Routed metal, one colour a layer:
Scale: 8 px per um. Only two layers are drawn.
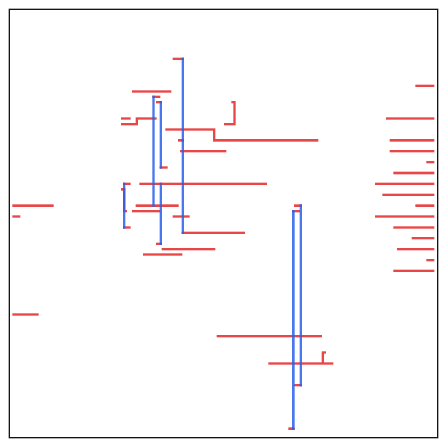
M3 wires:
Scale: 4 px per um.
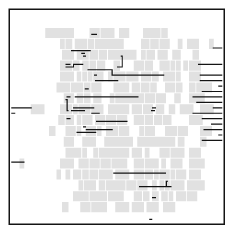
File: config.mk
export PLATFORM = sky130hd
export DESIGN_NAME = control_sequencer_flat
export DESIGN_NICKNAME = d
export VERILOG_FILES = /design/src/rtl/control_sequencer_if.sv /design/src/rtl/control_sequencer.sv /design/src/flat_wrapper.sv
export SDC_FILE = /design/constraint.sdc
export NUM_CORES = 1
export LEC_CHECK = 0
export ABC_CLOCK_PERIOD_IN_PS = 2300
export CAP_MARGIN = 40
export CORE_MARGIN = 2
export CORE_UTILIZATION = 34
export DETAILED_ROUTE_END_ITERATION = 16
export PLACE_DENSITY = 0.84
export SYNTH_ARGS = -nofsm -noshare
export SYNTH_HDL_FRONTEND = slang
export SYNTH_SLANG_ARGS = --single-unit
File: constraint.sdc
create_clock -name clock -period 2.3 [get_ports clock]
set_input_delay 0.46 -clock clock [delete_from_list [all_inputs] [get_ports clock]]
set_output_delay 0.46 -clock clock [all_outputs]
set_load 0.01 [all_outputs]
File: src/rtl/control_sequencer_if.sv
// Bus between the control sequencer and the datapath it steers.
// The master side (the sequencer) consumes the instruction and memory
// status and drives every datapath strobe. The slave side is the datapath
// or a testbench standing in for it.
interface control_sequencer_if;
  logic [31:0] IR;
  logic        mem_ready;
  logic        stop;

  logic        PCout;
  logic        PCin;
  logic        IncPC;
  logic        MARin;
  logic        MDRin;
  logic        MDRout;
  logic        Read;
  logic        Write;
  logic        IRin;
  logic        Yin;
  logic        Zin;
  logic        Zlowout;
  logic        Cout;

  logic        Gra;
  logic        Grb;
  logic        Grc;
  logic        Rin;
  logic        Rout;
  logic        BAout;

  logic [4:0]  alu_op;
  logic        Run;

  modport master (
    input  IR, mem_ready, stop,
    output PCout, PCin, IncPC, MARin, MDRin, MDRout, Read, Write, IRin,
           Yin, Zin, Zlowout, Cout,
           Gra, Grb, Grc, Rin, Rout, BAout,
           alu_op, Run
  );

  modport slave (
    output IR, mem_ready, stop,
    input  PCout, PCin, IncPC, MARin, MDRin, MDRout, Read, Write, IRin,
           Yin, Zin, Zlowout, Cout,
           Gra, Grb, Grc, Rin, Rout, BAout,
           alu_op, Run
  );
endinterface

File: src/rtl/control_sequencer.sv
// Moore control sequencer for a small load/store CPU.
// The state register walks fetch (T0..T2) and execute (T3..T7). Every
// strobe is decoded from the current state and the opcode in IR[31:27].
// A stop request is latched and honoured only when the current
// instruction has finished. HALT is left only through reset.
module control_sequencer (
  input  logic                  clock,
  input  logic                  reset,
  control_sequencer_if.master   bus
);

  typedef enum logic [3:0] {
    S_RST  = 4'd0,
    S_T0   = 4'd1,
    S_T1   = 4'd2,
    S_T2   = 4'd3,
    S_T3   = 4'd4,
    S_T4   = 4'd5,
    S_T5   = 4'd6,
    S_T6   = 4'd7,
    S_T7   = 4'd8,
    S_HALT = 4'd9
  } state_e;

  typedef enum logic [2:0] {
    C_LD,
    C_LDI,
    C_ST,
    C_RTYPE,
    C_IMM,
    C_HALT,
    C_NOP
  } op_class_e;

  localparam logic [4:0] ALU_NONE = 5'b00000;
  localparam logic [4:0] ALU_ADD  = 5'b00011;
  localparam logic [4:0] ALU_AND  = 5'b00101;
  localparam logic [4:0] ALU_OR   = 5'b00110;

  state_e    state_q, state_d;
  logic      stop_pending_q, stop_pending_d;
  logic [4:0] opcode;
  op_class_e op_class;
  logic      run_state;
  logic      halt_req;
  state_e    end_state;

  // Unlisted opcodes behave as nop: fetch, then go straight back to T0.
  function automatic op_class_e classify(input logic [4:0] op);
    case (op)
      5'b00000:                               classify = C_LD;
      5'b00001:                               classify = C_LDI;
      5'b00010:                               classify = C_ST;
      5'b00011, 5'b00100, 5'b00101, 5'b00110: classify = C_RTYPE;
      5'b01100, 5'b01101, 5'b01110:           classify = C_IMM;
      5'b11011:                               classify = C_HALT;
      default:                                classify = C_NOP;
    endcase
  endfunction

  // Immediate forms reuse the ALU codes of their register-register twins.
  function automatic logic [4:0] imm_alu(input logic [4:0] op);
    case (op)
      5'b01101: imm_alu = ALU_AND;
      5'b01110: imm_alu = ALU_OR;
      default:  imm_alu = ALU_ADD;
    endcase
  endfunction

  assign opcode    = bus.IR[31:27];
  assign op_class  = classify(opcode);
  assign run_state = (state_q != S_RST) && (state_q != S_HALT);
  // A stop seen in the last cycle of an instruction halts right away
  // rather than letting another instruction start.
  assign halt_req  = stop_pending_q | bus.stop;
  assign end_state = halt_req ? S_HALT : S_T0;

  // Next-state and stop-latch logic.
  always_comb begin
    // NOTE: every signal assigned in always_comb gets a default first, so no path can leave it unassigned and infer a latch.
    state_d        = state_q;
    stop_pending_d = stop_pending_q | (bus.stop & run_state);
    case (state_q)
      S_RST:  state_d = S_T0;
      S_T0:   state_d = S_T1;
      S_T1:   state_d = bus.mem_ready ? S_T2 : S_T1;
      S_T2: begin
        case (op_class)
          C_NOP:   state_d = end_state;
          C_HALT:  state_d = S_HALT;
          default: state_d = S_T3;
        endcase
      end
      // IR should not change during execute. If it does and now holds a
      // nop or halt, the instruction is ended cleanly.
      S_T3:   state_d = (op_class == C_NOP || op_class == C_HALT) ? end_state : S_T4;
      S_T4:   state_d = S_T5;
      S_T5:   state_d = (op_class == C_LD || op_class == C_ST) ? S_T6 : end_state;
      S_T6: begin
        case (op_class)
          C_LD:    state_d = bus.mem_ready ? S_T7 : S_T6;
          C_ST:    state_d = S_T7;
          default: state_d = end_state;
        endcase
      end
      S_T7: begin
        if (op_class == C_ST && !bus.mem_ready) state_d = S_T7;
        else                                    state_d = end_state;
      end
      S_HALT: state_d = S_HALT;
      default: state_d = S_RST;
    endcase
  end

  // State register. Reset is synchronous and beats stop and mem_ready.
  always_ff @(posedge clock) begin
    // NOTE: sequential state uses non-blocking assignments, so every flop samples pre-edge values and the order of updates does not matter.
    if (reset) begin
      state_q        <= S_RST;
      stop_pending_q <= 1'b0;
    end else begin
      state_q        <= state_d;
      stop_pending_q <= stop_pending_d;
    end
  end

  // Moore output decode from the state register and the opcode.
  always_comb begin
    bus.PCout   = 1'b0;
    bus.PCin    = 1'b0;
    bus.IncPC   = 1'b0;
    bus.MARin   = 1'b0;
    bus.MDRin   = 1'b0;
    bus.MDRout  = 1'b0;
    bus.Read    = 1'b0;
    bus.Write   = 1'b0;
    bus.IRin    = 1'b0;
    bus.Yin     = 1'b0;
    bus.Zin     = 1'b0;
    bus.Zlowout = 1'b0;
    bus.Cout    = 1'b0;
    bus.Gra     = 1'b0;
    bus.Grb     = 1'b0;
    bus.Grc     = 1'b0;
    bus.Rin     = 1'b0;
    bus.Rout    = 1'b0;
    bus.BAout   = 1'b0;
    bus.alu_op  = ALU_NONE;
    bus.Run     = run_state;
    case (state_q)
      S_T0: begin
        bus.PCout = 1'b1;
        bus.MARin = 1'b1;
        bus.IncPC = 1'b1;
        bus.Zin   = 1'b1;
      end
      S_T1: begin
        bus.Zlowout = 1'b1;
        bus.PCin    = 1'b1;
        bus.Read    = 1'b1;
        bus.MDRin   = 1'b1;
      end
      S_T2: begin
        bus.MDRout = 1'b1;
        bus.IRin   = 1'b1;
      end
      S_T3: begin
        // Y takes rb, or the base address (r0 reads as zero) for ldi/ld/st.
        case (op_class)
          C_RTYPE, C_IMM: begin
            bus.Grb  = 1'b1;
            bus.Rout = 1'b1;
            bus.Yin  = 1'b1;
          end
          C_LD, C_LDI, C_ST: begin
            bus.Grb   = 1'b1;
            bus.BAout = 1'b1;
            bus.Yin   = 1'b1;
          end
          default: ;
        endcase
      end
      S_T4: begin
        case (op_class)
          C_RTYPE: begin
            bus.Grc    = 1'b1;
            bus.Rout   = 1'b1;
            bus.Zin    = 1'b1;
            bus.alu_op = opcode;
          end
          C_IMM: begin
            bus.Cout   = 1'b1;
            bus.Zin    = 1'b1;
            bus.alu_op = imm_alu(opcode);
          end
          C_LD, C_LDI, C_ST: begin
            bus.Cout   = 1'b1;
            bus.Zin    = 1'b1;
            bus.alu_op = ALU_ADD;
          end
          default: ;
        endcase
      end
      S_T5: begin
        case (op_class)
          C_RTYPE, C_IMM, C_LDI: begin
            bus.Zlowout = 1'b1;
            bus.Gra     = 1'b1;
            bus.Rin     = 1'b1;
          end
          C_LD, C_ST: begin
            bus.Zlowout = 1'b1;
            bus.MARin   = 1'b1;
          end
          default: ;
        endcase
      end
      S_T6: begin
        case (op_class)
          C_LD: begin
            bus.Read  = 1'b1;
            bus.MDRin = 1'b1;
          end
          C_ST: begin
            bus.Gra   = 1'b1;
            bus.Rout  = 1'b1;
            bus.MDRin = 1'b1;
          end
          default: ;
        endcase
      end
      S_T7: begin
        case (op_class)
          C_LD: begin
            bus.MDRout = 1'b1;
            bus.Gra    = 1'b1;
            bus.Rin    = 1'b1;
          end
          C_ST: bus.Write = 1'b1;
          default: ;
        endcase
      end
      default: ;
    endcase
  end

endmodule

File: src/flat_wrapper.sv
// flat-port wrapper written by rule: the top's interface ports become plain ports
module control_sequencer_flat 
  (clock, reset, bus_IR, bus_mem_ready, bus_stop, bus_PCout, bus_PCin, bus_IncPC, bus_MARin, bus_MDRin, bus_MDRout, bus_Read, bus_Write, bus_IRin, bus_Yin, bus_Zin, bus_Zlowout, bus_Cout, bus_Gra, bus_Grb, bus_Grc, bus_Rin, bus_Rout, bus_BAout, bus_alu_op, bus_Run);
  control_sequencer_if bus_i ();
  input  logic clock;
  input  logic reset;
  input wire logic [$bits(bus_i.IR)-1:0] bus_IR;
  input wire logic [$bits(bus_i.mem_ready)-1:0] bus_mem_ready;
  input wire logic [$bits(bus_i.stop)-1:0] bus_stop;
  output wire logic [$bits(bus_i.PCout)-1:0] bus_PCout;
  output wire logic [$bits(bus_i.PCin)-1:0] bus_PCin;
  output wire logic [$bits(bus_i.IncPC)-1:0] bus_IncPC;
  output wire logic [$bits(bus_i.MARin)-1:0] bus_MARin;
  output wire logic [$bits(bus_i.MDRin)-1:0] bus_MDRin;
  output wire logic [$bits(bus_i.MDRout)-1:0] bus_MDRout;
  output wire logic [$bits(bus_i.Read)-1:0] bus_Read;
  output wire logic [$bits(bus_i.Write)-1:0] bus_Write;
  output wire logic [$bits(bus_i.IRin)-1:0] bus_IRin;
  output wire logic [$bits(bus_i.Yin)-1:0] bus_Yin;
  output wire logic [$bits(bus_i.Zin)-1:0] bus_Zin;
  output wire logic [$bits(bus_i.Zlowout)-1:0] bus_Zlowout;
  output wire logic [$bits(bus_i.Cout)-1:0] bus_Cout;
  output wire logic [$bits(bus_i.Gra)-1:0] bus_Gra;
  output wire logic [$bits(bus_i.Grb)-1:0] bus_Grb;
  output wire logic [$bits(bus_i.Grc)-1:0] bus_Grc;
  output wire logic [$bits(bus_i.Rin)-1:0] bus_Rin;
  output wire logic [$bits(bus_i.Rout)-1:0] bus_Rout;
  output wire logic [$bits(bus_i.BAout)-1:0] bus_BAout;
  output wire logic [$bits(bus_i.alu_op)-1:0] bus_alu_op;
  output wire logic [$bits(bus_i.Run)-1:0] bus_Run;
  assign bus_i.IR = bus_IR;
  assign bus_i.mem_ready = bus_mem_ready;
  assign bus_i.stop = bus_stop;
  assign bus_PCout = bus_i.PCout;
  assign bus_PCin = bus_i.PCin;
  assign bus_IncPC = bus_i.IncPC;
  assign bus_MARin = bus_i.MARin;
  assign bus_MDRin = bus_i.MDRin;
  assign bus_MDRout = bus_i.MDRout;
  assign bus_Read = bus_i.Read;
  assign bus_Write = bus_i.Write;
  assign bus_IRin = bus_i.IRin;
  assign bus_Yin = bus_i.Yin;
  assign bus_Zin = bus_i.Zin;
  assign bus_Zlowout = bus_i.Zlowout;
  assign bus_Cout = bus_i.Cout;
  assign bus_Gra = bus_i.Gra;
  assign bus_Grb = bus_i.Grb;
  assign bus_Grc = bus_i.Grc;
  assign bus_Rin = bus_i.Rin;
  assign bus_Rout = bus_i.Rout;
  assign bus_BAout = bus_i.BAout;
  assign bus_alu_op = bus_i.alu_op;
  assign bus_Run = bus_i.Run;
  control_sequencer u_core (.clock(clock), .reset(reset), .bus(bus_i));
endmodule
==> run summary <==
run results: largest net degree at the start of global routing 21, Max Cap Violations 0, main flop type dfxtp_1, Yosys Instances 126, R2R cell count 4, CP Class in2out, CTS Hold Buffers Added 0, tool warnings 54, Clock Sink Count 5, synthesized cell area around 830 sq um, clock skew 1.63 ps, first-pass GRT wire length 5.23 mm, clk slew on worst S/H paths 40 ps, gr busiest metal met2, sw power roughly 0.00041 W, M2 GR Usage 0.424, Fmax 0.449 GHz, Pre-antenna DRT Iters 4, Final #Nets around 220, Sequential Power Share 0.143, wl on met1 1.35 mm, Die W 53.4 um, Yosys reg bits 5, max layer used met4, CP Launch Type input port, period utilization 0.967, Placer Congestion between 0.8 and 0.9, status complete, no violations, Commonest Layout Cell buf_4, top cells by count nor2_1 (17), nand2_1 (13), clkbuf_1 (7), nor3_1 (7), clock network power share 0.116, FILL cells roughly 210, Critical Path Start bus_IR[30], number of enable flip-flop cells 0, RSZ-0062 raised after global routing no, # DRC 0, Comb power frac 0.741, Hold Path Cell Cnt 2
Back to the opening pictures, 'routed metal, one colour a layer':
Key: red = M3 [wire length 189 um]; blue = M4 [wire length 106 um]
WL final: 3.21 mm
Vias: 1201
All-Layer GR Usage: 0.253

Back to the opening pictures, 'M3 wires':
The longest straight run is 15.6 um. The layer holds 5.9% of the routed length.

## critical path: stages
cell	delay [ps]
clkbuf_2	100
nor2b_4	120
a311o_1	350
nor3_2	230
a21boi_2	230
a311o_1	140
buf_2	130
## cells by family (layout without fill, tap and decap cells)
kind of cell              count (synthesis)  after routing
other                                     1              2
xor gates and xnor gates                  2              2
DFF                                       5              5
AOI/OAI and AO/OA                        38             38
and+or+nand+nor                          62             62
buffers and inverters                    18             70
## flip-flops by register name (all words and copies together) (netlist names)
| register | cells |
|---|---|
| u_core.state_q | 4 |
| u_core.stop_pending_q | 1 |
## power groups by stage
| stage | Sequential (W) | Combinational (W) | Clock, W |
|---|---|---|---|
| global placement | 0.000131 | 0.000664 | 0 |
| detailed placement | 0.000133 | 0.000677 | 0 |
| floorplan | 0.000131 | 0.000372 | 0 |
| finish | 0.000132 | 0.000681 | 0.000106 |
| global route | 0.000135 | 0.000736 | 0.000114 |
| CTS | 0.000131 | 0.000666 | 0.000107 |
## metrics by stage
step                      setup TNS, ps  std cells  utilization  area, sq um  total power (W)
after floorplan                       0        127            -          832         0.000503
after global placement            -7870        194        0.563         1270         0.000795
after detailed placement          -8300        194        0.563         1270         0.000810
after CTS                          -171        207        0.618         1390         0.000904
after global routing                  0        207        0.617         1390         0.000985
final                                 0        207        0.617         1390         0.000919
## cell type report
type | instances | share of cell area
timing repair buffer | 64 | 0.376
tap | 28 | 0.0252
inverter | 2 | 0.00540
clock buffer | 4 | 0.0189
sequential | 5 | 0.0719
multi-input combinational | 104 | 0.503
## what timing repair did
item / CTS / global route
pin swaps: 8 / 4
buffers inserted: 9 / 0
cloned: 0 / 0
setup endpoints to repair: 20 / 19
resized: 56 / 17
Power is estimated from default activity; no workload was simulated.
